Fig. 1: a small window of the routed layout
Region (6, 44) to (31, 69) µm. Cells in grey, sequential cells in the stronger grey; small squares are vias.
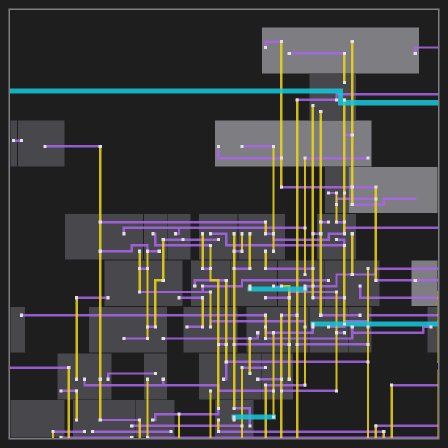
Fig. 2: M1 wires
Scale: 6 px per µm.
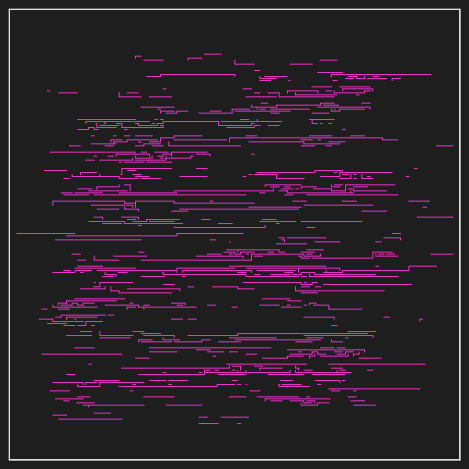
Fig. 3: cells coloured by class
Scale: 4 px per µm.
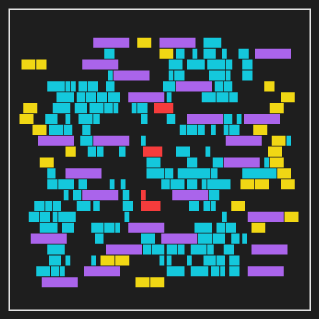
Fig. 4: cells by drive strength
Scale: 4 px per µm.
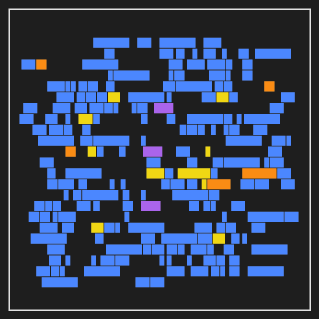
$ cat src/rtl/fu_scoreboard.sv
// Functional-unit availability table: per-FU busy/countdown/variable-latency state,
// registered ready/done/error outputs. Define FU_UTIL_COUNT_EN to add per-FU busy-cycle counters.
module fu_scoreboard #(
  parameter int NUM_FU = 4,
  parameter int IDX_W  = 2,
  parameter int LAT_W  = 3
) (
  input  logic              clk,
  input  logic              rst,
  input  logic              flush,
  input  logic              issue_valid,
  input  logic [IDX_W-1:0]  issue_fu,
  input  logic [LAT_W-1:0]  issue_lat,
  input  logic [NUM_FU-1:0] fu_release,
  output logic [NUM_FU-1:0] fu_ready,
  output logic [NUM_FU-1:0] fu_done,
  output logic              any_ready,
  output logic [IDX_W-1:0]  first_ready,
  output logic              issue_err
`ifdef FU_UTIL_COUNT_EN
  ,
  output logic [NUM_FU*16-1:0] util_cnt
`endif
);

  logic [NUM_FU-1:0] busy_vec;
  logic [NUM_FU-1:0] done_vec;
  logic [NUM_FU-1:0] issue_sel;
  logic              issue_accept;
  logic              issue_reject;
  logic              issue_err_reg;
  logic [IDX_W-1:0]  first_next;

  // Out-of-range indices match no select bit, so they fall into the reject path.
  assign issue_accept = issue_valid & ~flush & (|(issue_sel & ~busy_vec));
  assign issue_reject = issue_valid & ~flush & ~issue_accept;

  genvar gi;
  generate
    for (gi = 0; gi < NUM_FU; gi++) begin : g_fu
      logic             busy_reg, busy_next;
      logic [LAT_W-1:0] cnt_reg, cnt_next;
      logic             var_reg, var_next;
      logic             done_reg, done_next;

      assign issue_sel[gi] = (issue_fu == IDX_W'(gi));

      always_comb begin
        busy_next = busy_reg;
        cnt_next  = cnt_reg;
        var_next  = var_reg;
        done_next = 1'b0;
        if (flush) begin
          busy_next = 1'b0;
          cnt_next  = '0;
          var_next  = 1'b0;
        end else if (busy_reg) begin
          if (var_reg) begin
            if (fu_release[gi]) begin
              busy_next = 1'b0;
              var_next  = 1'b0;
              done_next = 1'b1;
            end
          end else if (cnt_reg == LAT_W'(1)) begin
            busy_next = 1'b0;
            cnt_next  = '0;
            done_next = 1'b1;
          end else if (cnt_reg != '0) begin
            cnt_next = cnt_reg - LAT_W'(1);
          end
        end else if (issue_accept && issue_sel[gi]) begin
          busy_next = 1'b1;
          cnt_next  = issue_lat;
          var_next  = (issue_lat == '0);
        end
      end

      always_ff @(posedge clk or posedge rst) begin
        if (rst) begin
          busy_reg <= 1'b0;
          cnt_reg  <= '0;
          var_reg  <= 1'b0;
          done_reg <= 1'b0;
        end else begin
          busy_reg <= busy_next;
          cnt_reg  <= cnt_next;
          var_reg  <= var_next;
          done_reg <= done_next;
        end
      end

      assign busy_vec[gi] = busy_reg;
      assign done_vec[gi] = done_reg;

`ifdef FU_UTIL_COUNT_EN
      logic [15:0] util_reg;

      // Saturating busy-cycle counter; survives flush, cleared only by rst.
      always_ff @(posedge clk or posedge rst) begin
        if (rst) begin
          util_reg <= '0;
        end else if (busy_reg && (util_reg != 16'hFFFF)) begin
          util_reg <= util_reg + 16'd1;
        end
      end

      assign util_cnt[gi*16 +: 16] = util_reg;
`endif
    end
  endgenerate

  always_ff @(posedge clk or posedge rst) begin
    if (rst) begin
      issue_err_reg <= 1'b0;
    end else begin
      issue_err_reg <= issue_reject;
    end
  end

  // Lowest-index free unit; scanning downward lets the smallest index win.
  always_comb begin
    first_next = '0;
    for (int i = NUM_FU - 1; i >= 0; i--) begin
      if (!busy_vec[i]) begin
        first_next = IDX_W'(i);
      end
    end
  end

  assign fu_ready    = ~busy_vec;
  assign fu_done     = done_vec;
  assign any_ready   = |(~busy_vec);
  assign first_ready = first_next;
  assign issue_err   = issue_err_reg;

endmodule

$ cat config.mk
export PLATFORM = sky130hd
export DESIGN_NAME = fu_scoreboard
export DESIGN_NICKNAME = d
export VERILOG_FILES = /design/src/rtl/fu_scoreboard.sv
export SDC_FILE = /design/constraint.sdc
export NUM_CORES = 1
export LEC_CHECK = 0
export CAP_MARGIN = 20
export CORE_MARGIN = 2
export CORE_UTILIZATION = 35
export CTS_CLUSTER_SIZE = 8
export DETAILED_ROUTE_END_ITERATION = 10
export PLACE_DENSITY_LB_ADDON = 0.05
export SYNTH_ARGS = -nofsm -noshare
export SYNTH_HDL_FRONTEND = slang
export SYNTH_SLANG_ARGS = --single-unit
$ cat constraint.sdc
create_clock -name clk -period 2.8 [get_ports clk]
set_clock_uncertainty 0.2 [all_clocks]
set_input_delay 0.56 -clock clk [delete_from_list [all_inputs] [get_ports clk]]
set_output_delay 0.56 -clock clk [all_outputs]
set_load 0.02 [all_outputs]
==> run_results.csv <==
group,metric,value,unit
power,pg_clk,0.000222,W
power,powerSeq,0.000399,W
logic_synthesis,synth_nets,208,
worst_setup_path,crit_path_end,"first_ready[1]",
timing,period_minus_slack,2.65,ns
cells_and_area,ff_count,25,
global_routing,track_usage,16.1,%
die,num_rows,25,
logic_synthesis,ys.flops,25,
global_routing,gr-total-overflow,0,
timing,slew_viol_final,0,
worst_setup_path,startpoint_type,"flop",
timing,finalClockPeriodUsage,94.6,%
logic_synthesis,syn_inst,183,
drt,route.detailed.drc,0,
timing,setup_viol,0,
cells_and_area,clk_share,2.17,%
drt,postRouteAntennaNets,0,
drt,drt_pass1_iterations,4,
outcome,status,"completed",
timing,setup_tns,0,ns
cts,post-cts-setup-buffer-count,0,
worst_setup_path,r2r_slack,0.98,ns
power,combPwrFrac,23.8,%
timing,rsz0062_at_grt,"no",
global_routing,antenna_found_initial,0,
worst_setup_path,slowest_stage,"clkdlybuf4s50_1",
power,pwr-share-seq,49.0,%
logic_synthesis,synth-main-ff-cell,"dfrtp_1",
cells_and_area,largest_class,"logic gates",
cts,cts-root-buf,"clkbuf_8",
cells_and_area,fin_util,43.4,%
logic_synthesis,yosysTopAreaCell,"dfrtp_1",
min_path,hold_end,"g_fu[3].cnt_reg[1]",
min_path,hold_path_depth,2,
logic_synthesis,edf_count,0,
logic_synthesis,yosys_warnings,0,
cts,clkTransAtPathRegs,0.09,ns
timing,hold_violations,0,
min_path,hp-start,"g_fu[3].cnt_reg[1]",
cts,clk_path_buf_depth,2,
timing,slew_headroom,66.5,%
power,power.group.top,"registers",
worst_setup_path,path_max_fanout,10,
cells_and_area,logic_gate_count,128,
power,p_switching,0.000243,W
worst_setup_path,cpLargestDelayFamily,"buffers and inverters",
cts,cts_tree,"done",
worst_setup_path,path_class,"flop to primary output",
drt,drtIter0Drc,127,
worst_setup_path,worstPathRequired,2.04,ns
timing,whs,0.350,ns
logic_synthesis,top_cells_by_area,"dfrtp_1, ha_1, a211oi_1",
placed_design,io_buffers,24,
die,die_x,74.8,µm
worst_setup_path,path_buffers,2,
cells_and_area,layout-drive-gt1-share,8.91,%
worst_setup_path,critPathCaptureType,"primary output",
worst_setup_path,reg2reg_depth,4,
cells_and_area,logic_area,992,µm²
cts,cts_buffers,3,
global_routing,grt_pass1_wl,6850,µm
global_routing,grt_pass1_vias,1407,
cells_and_area,comb_share,47.8,%
cells_and_area,mostFrequentLayoutCells,"dfrtp_1, clkdlybuf4s50_1, inv_1",
logic_synthesis,yosys_cells,183,
run,maxCapViolCount,0,
drt,vias_per_cell,5.32,
cells_and_area,insertedDiodeCount,0,
logic_synthesis,synth_area,1760,µm²
cells_and_area,seq_area,626,µm²
die,fp_util,36.7,%
worst_setup_path,r2r-start,"g_fu[0].cnt_reg[0]",
cts,htreeDepth,1,
die,core,4790,µm²
placed_design,place_congestion,0.806,
cells_and_area,largest_reg_flops,12,
worst_setup_path,path_depth,3,
worst_setup_path,worstPathCellList,"inv_2 > a211oi_1 > clkdlybuf4s50_1",
logic_synthesis,async_reset_ff_share,100,%
power,p_clk_share,27.2,%
power,peakVddDrop,161,µV
cts,hold_buffers,0,
logic_synthesis,synth_seq_share,35.6,%
cells_and_area,buffer_area_share,12.7,%
cts,clk-insertion-delay-late,0.27,ns
logic_synthesis,top_cells_by_count,"dfrtp_1, inv_1, a211oi_1",
logic_synthesis,ys_types,34,
timing,worst_pin_slew,0.499,ns
logic_synthesis,syn_area_per_cell,9.60,µm²
min_path,hold_path.class,"flop to flop",
power,cellLeakagePower,0.891,nW
die,die_h,74.8,µm
worst_setup_path,critPathMaxStageDelay,0.65,ns
power,p_int,0.000570,W
logic_synthesis,yosys-stat-area,1760,µm²
cells_and_area,final_nets,228,
cts,clock_sink_count,25,
cells_and_area,num-fill-cells,473,
placed_design,dpl.hpwl,2970,µm
global_routing,grt_max_degree,34,
logic_synthesis,yosysMostFrequentCell,"dfrtp_1",
power,p_per_area,392,nW/µm²
placed_design,placed_area,2030,µm²
die,fp.dieArea,5600,µm²
cells_and_area,n_clock_buffer,4,
timing,fmax,378,MHz
cells_and_area,final_common_cell,"dfrtp_1",
cts,cts-resized-gates,0,
cells_and_area,seq-cell-share,30.1,%
power,comb_power,0.000193,W
cells_and_area,inverters,18,
run,warnings,34,
die,tap_cells,67,
drt,post_drt_wl_per_cell,15.3,µm
power,switching_share,29.9,%
logic_synthesis,top_area_share,35.6,%
worst_setup_path,arrival,1.89,ns
die,io_pins,25,
worst_setup_path,reg2reg_to,"g_fu[0].cnt_reg[1]",
worst_setup_path,cp-startpoint,"g_fu[1].busy_reg",
About Fig. 1:
Key: metal 2 = yellow; metal 1 = purple; metal 3 = cyan
Most frequent: a211oi_1 (3), ha_1 (3), dfrtp_1 (3). 30 logic cells have their middle in the window. Sequential cells in the window: 3.

About Fig. 2:
The longest straight run is 25.5 µm. The wires run mostly horizontal. 196 nets have wire on it. The layer holds 50% of the routed length.
final wirelength: 4100 µm
total number of vias: 1431

About Fig. 3:
Key: flops = purple [cells 25]; other buffers and delay cells = yellow [cells 27]; combinational and other logic = cyan [cells 146]; clock drivers and dummy loads = red [cells 4]

About Fig. 4:
Key: _2 cells = yellow [cells 10, share 5.0%, most used or3b_2]; _3 and _4 cells = orange [cells 5, share 2.5%, most used buf_4]; _6 and larger = purple [cells 3, share 1.5%, most used clkbuf_8]; _0 and _1 cells = blue [cells 184, share 91%, most used dfrtp_1]
final instance area: 2080 µm²
Layout area overhead: 18.2%
final worst slack: 0.152 ns
number of non-clock buffers: 27

routing by layer:
metal	global-route usage [%]	up-vias	wire length, µm
met4	4.76	0	22
met5	0	-	0
met3	2.81	2	185
met1	23.3	691	2070
met2	24.8	35	1830
li1	-	703	-
metrics by stage:
step / setup WS, ns / power, W / std cells
finish: 0.152 / 0.000814 / 269
global route: 0.00362 / 0.000866 / 269
CTS: 0.110 / 0.000825 / 269
detailed placement: 0.420 / 0.000601 / 265
global placement: 0.475 / 0.000598 / 265
floorplan: 0.930 / 0.000533 / 183
cell families after synthesis:
logic type	after synthesis	share of synthesized area [%]
and+or+nand+nor	57	22.3
buffers and inverters	30	7.91
AOI/OAI and AO/OA	52	20.9
muxes	7	4.70
adders and majority gates	12	8.55
DFF	25	35.6
Power is estimated from default activity; no workload was simulated.
